### config.mk
export PLATFORM = sky130hd
export DESIGN_NAME = aux_port_arbiter
export DESIGN_NICKNAME = d
export VERILOG_FILES = /design/src/rtl/aux_port_arbiter.sv
export SDC_FILE = /design/constraint.sdc
export NUM_CORES = 1
export LEC_CHECK = 0
export ABC_CLOCK_PERIOD_IN_PS = 3100
export CAP_MARGIN = 25
export CORE_AREA = 4 4 154 112
export DETAILED_ROUTE_END_ITERATION = 8
export DIE_AREA = 0 0 158 116
export GPL_ROUTABILITY_DRIVEN = 0
export PLACE_DENSITY = 0.84
export SLEW_MARGIN = 10
export SYNTH_ARGS = -nofsm -noshare
export SYNTH_HDL_FRONTEND = slang
export SYNTH_SLANG_ARGS = --single-unit
### constraint.sdc
create_clock -name clock_in -period 3.1 [get_ports clock_in]
set_input_delay 0.62 -clock clock_in [delete_from_list [all_inputs] [get_ports clock_in]]
set_output_delay 0.62 -clock clock_in [all_outputs]
set_load 0.01 [all_outputs]
### src/rtl/aux_port_arbiter.sv
`default_nettype none
// ============================================================================
// Module      : aux_port_arbiter
// Description : Single-port aux buffer RAM arbiter; reads always win, writes
//               queue in a FIFO with newest-match read forwarding.
// Revision    : 1.0 - initial release
// ============================================================================
module aux_port_arbiter #(
    parameter int DATA_WIDTH        = 16,
    parameter int AUX_ADDRESS_WIDTH = 5,
    parameter int FIFO_DEPTH        = 4
) (
    input  logic                         clock_in,
    input  logic                         reset_n_in,
    input  logic                         rd_req_in,
    input  logic [AUX_ADDRESS_WIDTH-1:0] rd_address_in,
    output logic                         rd_valid_out,
    output logic [DATA_WIDTH-1:0]        rd_data_out,
    input  logic                         wr_req_in,
    input  logic [AUX_ADDRESS_WIDTH-1:0] wr_address_in,
    input  logic [DATA_WIDTH-1:0]        wr_data_in,
    output logic                         wr_ready_out,
    output logic [AUX_ADDRESS_WIDTH-1:0] ram_address_out,
    output logic [DATA_WIDTH-1:0]        ram_data_out,
    output logic                         ram_wr_out,
    input  logic [DATA_WIDTH-1:0]        ram_data_in,
    output logic [$clog2(FIFO_DEPTH):0]  fifo_level_out
);

    localparam int                       c_PTR_WIDTH   = $clog2(FIFO_DEPTH);
    localparam int                       c_LEVEL_WIDTH = c_PTR_WIDTH + 1;
    localparam logic [c_LEVEL_WIDTH-1:0] c_FULL_LEVEL  = c_LEVEL_WIDTH'(FIFO_DEPTH);

    // Bit 0 marks a read issue, bit 1 a RAM write; each is used directly as a flop output.
    localparam logic [1:0] c_GRANT_IDLE  = 2'b00;
    localparam logic [1:0] c_GRANT_READ  = 2'b01;
    localparam logic [1:0] c_GRANT_WRITE = 2'b10;

    logic [AUX_ADDRESS_WIDTH-1:0] r_fifo_address [FIFO_DEPTH];
    logic [DATA_WIDTH-1:0]        r_fifo_data    [FIFO_DEPTH];
    logic [c_PTR_WIDTH-1:0]       r_wr_ptr;
    logic [c_PTR_WIDTH-1:0]       r_rd_ptr;
    logic [c_LEVEL_WIDTH-1:0]     r_level;

    logic                         w_push;
    logic                         w_pop;
    logic [FIFO_DEPTH-1:0]        w_entry_hit;
    logic                         w_fwd_hit;
    logic [DATA_WIDTH-1:0]        w_fwd_data;

    logic [1:0]                   r_grant;
    logic [1:0]                   w_grant_next;
    logic [AUX_ADDRESS_WIDTH-1:0] w_ram_address_next;
    logic [DATA_WIDTH-1:0]        w_ram_data_next;

    logic                         r_p1_fwd;
    logic [DATA_WIDTH-1:0]        r_p1_fwd_data;
    logic                         r_p2_valid;
    logic                         r_p2_fwd;
    logic [DATA_WIDTH-1:0]        r_p2_fwd_data;

    assign wr_ready_out   = reset_n_in & (r_level < c_FULL_LEVEL);
    assign w_push         = wr_req_in & wr_ready_out;
    assign fifo_level_out = r_level;
    assign ram_wr_out     = r_grant[1];

    // ------------------------------------------------------------------
    // Write queue
    // ------------------------------------------------------------------
    always_ff @(posedge clock_in) begin
        if (w_push) begin
            r_fifo_address[r_wr_ptr] <= wr_address_in;
            r_fifo_data[r_wr_ptr]    <= wr_data_in;
        end
    end

    always_ff @(posedge clock_in) begin
        if (!reset_n_in) begin
            r_wr_ptr <= '0;
            r_rd_ptr <= '0;
            r_level  <= '0;
        end else begin
            if (w_push) begin
                r_wr_ptr <= r_wr_ptr + 1'b1;
            end
            if (w_pop) begin
                r_rd_ptr <= r_rd_ptr + 1'b1;
            end
            case ({w_push, w_pop})
                2'b10:   r_level <= r_level + 1'b1;
                2'b01:   r_level <= r_level - 1'b1;
                default: r_level <= r_level;
            endcase
        end
    end

    // ------------------------------------------------------------------
    // Forwarding: hit on any live entry; age is distance from the head
    // ------------------------------------------------------------------
    generate
        for (genvar gi = 0; gi < FIFO_DEPTH; gi++) begin : g_entry
            logic [c_PTR_WIDTH-1:0] w_age;
            assign w_age           = c_PTR_WIDTH'(gi) - r_rd_ptr;
            assign w_entry_hit[gi] = ({1'b0, w_age} < r_level) &&
                                     (r_fifo_address[gi] == rd_address_in);
        end
    endgenerate

    // Walk oldest to newest so the newest matching entry is the one kept.
    always_comb begin
        w_fwd_hit  = 1'b0;
        w_fwd_data = '0;
        for (int k = 0; k < FIFO_DEPTH; k++) begin
            if (w_entry_hit[r_rd_ptr + c_PTR_WIDTH'(k)]) begin
                w_fwd_hit  = 1'b1;
                w_fwd_data = r_fifo_data[r_rd_ptr + c_PTR_WIDTH'(k)];
            end
        end
    end

    // ------------------------------------------------------------------
    // Grant FSM: state register / next-state / outputs
    // ------------------------------------------------------------------
    always_ff @(posedge clock_in) begin
        if (!reset_n_in) begin
            r_grant         <= c_GRANT_IDLE;
            ram_address_out <= '0;
            ram_data_out    <= '0;
        end else begin
            r_grant         <= w_grant_next;
            ram_address_out <= w_ram_address_next;
            ram_data_out    <= w_ram_data_next;
        end
    end

    always_comb begin
        w_grant_next = c_GRANT_IDLE;
        if (rd_req_in) begin
            w_grant_next = c_GRANT_READ;
        end else if (r_level != '0) begin
            w_grant_next = c_GRANT_WRITE;
        end
    end

    always_comb begin
        w_pop              = 1'b0;
        w_ram_address_next = ram_address_out;
        w_ram_data_next    = ram_data_out;
        case (w_grant_next)
            c_GRANT_READ: begin
                w_ram_address_next = rd_address_in;
            end
            c_GRANT_WRITE: begin
                w_pop              = 1'b1;
                w_ram_address_next = r_fifo_address[r_rd_ptr];
                w_ram_data_next    = r_fifo_data[r_rd_ptr];
            end
            default: begin
            end
        endcase
    end

    // ------------------------------------------------------------------
    // Read pipeline: issue -> RAM access -> output register
    // ------------------------------------------------------------------
    always_ff @(posedge clock_in) begin
        if (!reset_n_in) begin
            r_p1_fwd      <= 1'b0;
            r_p1_fwd_data <= '0;
            r_p2_valid    <= 1'b0;
            r_p2_fwd      <= 1'b0;
            r_p2_fwd_data <= '0;
            rd_valid_out  <= 1'b0;
            rd_data_out   <= '0;
        end else begin
            r_p1_fwd      <= w_fwd_hit & rd_req_in;
            r_p1_fwd_data <= w_fwd_data;
            r_p2_valid    <= r_grant[0];
            r_p2_fwd      <= r_p1_fwd;
            r_p2_fwd_data <= r_p1_fwd_data;
            rd_valid_out  <= r_p2_valid;
            if (r_p2_valid) begin
                rd_data_out <= r_p2_fwd ? r_p2_fwd_data : ram_data_in;
            end
        end
    end

endmodule
`default_nettype wire

==> images/m1.png <==
Scale bar: 50 um.
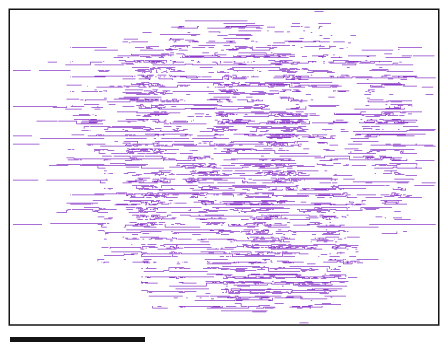
The wires run mostly horizontal. The longest straight run is 35.0 um. The layer holds 43% of the routed length. 760 nets have wire on it. The layer carries 8420 um of wire.
met1 Track Usage GR: 28.5%
DR vias: 5735
Total Wirelength: 19400 um

==> images/m2.png <==
Scale bar: 50 um.
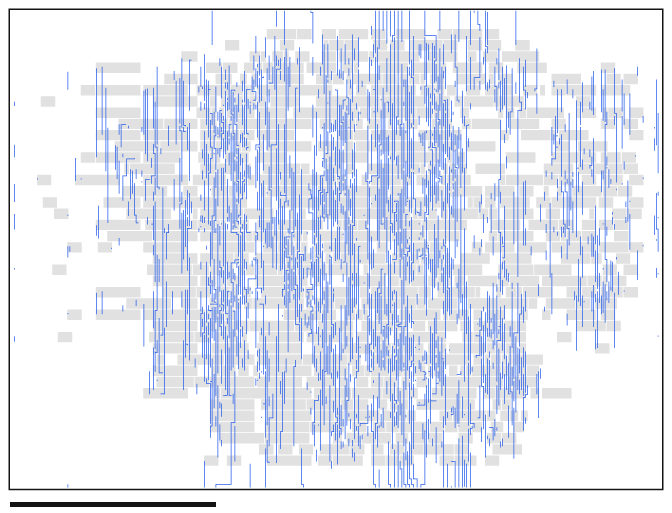
700 nets have wire on it. The layer carries 8850 um of wire. The longest straight run is 40.3 um. The layer holds 46% of the routed length. The wires run mostly vertical.
met2 capacity usage during global routing: 32.9%

==> images/m3.png <==
Scale bar: 50 um.
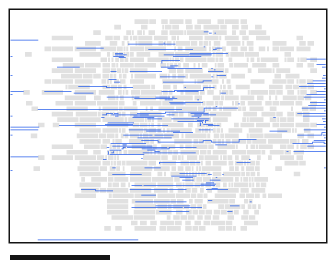
122 nets have wire on it. The layer holds 8.9% of the routed length. The layer carries 1730 um of wire. The wires run mostly horizontal.
met3 layer usage reported by global route: 6.05%

==> summary.txt <==
On the backend side, the flow ran end to end.

The finished layout holds just under 1000 standard cells, fillers aside. The register with the most flip-flops in the layout has 64 of them. The report counts max-capacitance violations totalling 0. Global routing used 21.2% of the available tracks. The layout has 115 buffers outside the clock class.

The headroom to the max-slew limit stands at between 30% and 40%. Setup repair after global routing left no endpoint under its margin. The analysis reports a worst IR drop on VDD of 0.000355 V. The part of the total power dissipated in the clock network stands at 30.4%. The total met3 wirelength after detailed routing stands at 1730 um.

Counting flops with a built-in enable in the synthesized netlist gives 84. The number of clock buffers inserted by TritonCTS stands at 17. The transition time recorded at the tightest slew-check pin is 955 ps. More flip-flops sit in one register than any other, and that register is r_fifo_data.

The clock slew at the register clock pins of the worst setup and hold paths stands at 60 ps. The sequential share of cell area stands at 43.8%. Per the cell usage report, the commonest logic cell in the layout is sky130_fd_sc_hd__clkdlybuf4s50_1. The via count of the first global-routing pass is 5664.

The multi-input combinational cell count stands at 434. The antenna diode instance count stands at 0. met2 is the most crowded layer. The flow ran to the end, and the final reports show no timing, DRC or antenna violations.

After clock tree synthesis, the repair step resized 0 gates. In the finished layout, the clock tree contains a buffer count of 22. The met2 wire length stands at between 8000 and 9000 um.

The setup TNS after final layout stands at 0 ps. Summed over all combinational cells, the power is 1.82 mW. The number of sequential cells reported for the layout is ~170. The power density over the cells stands at 692 mW/mm^2. The largest net degree at the start of global routing stands at between 80 and 90. The final hold violation count stands at 0. Among the non-sequential cells, multiplexers take the most area.

The global-route wire length before repair stands at 29900 um. The non-clock inverter count in the final layout stands at 11. The dominant power group in this design is registers. The report puts the hold buffer count at CTS at 0. The number of warnings issued by yosys stands at 0. The commonest register cell is sky130_fd_sc_hd__edfxtp_1. STA classifies the critical path startpoint as a register. Recorded from the global router log, the overflow total was 0.

The leakage power in the latest report is 3.34 nW. Measured in cells, the most critical reg-to-reg path has a length of 10.
Power is estimated from default activity; no workload was simulated.
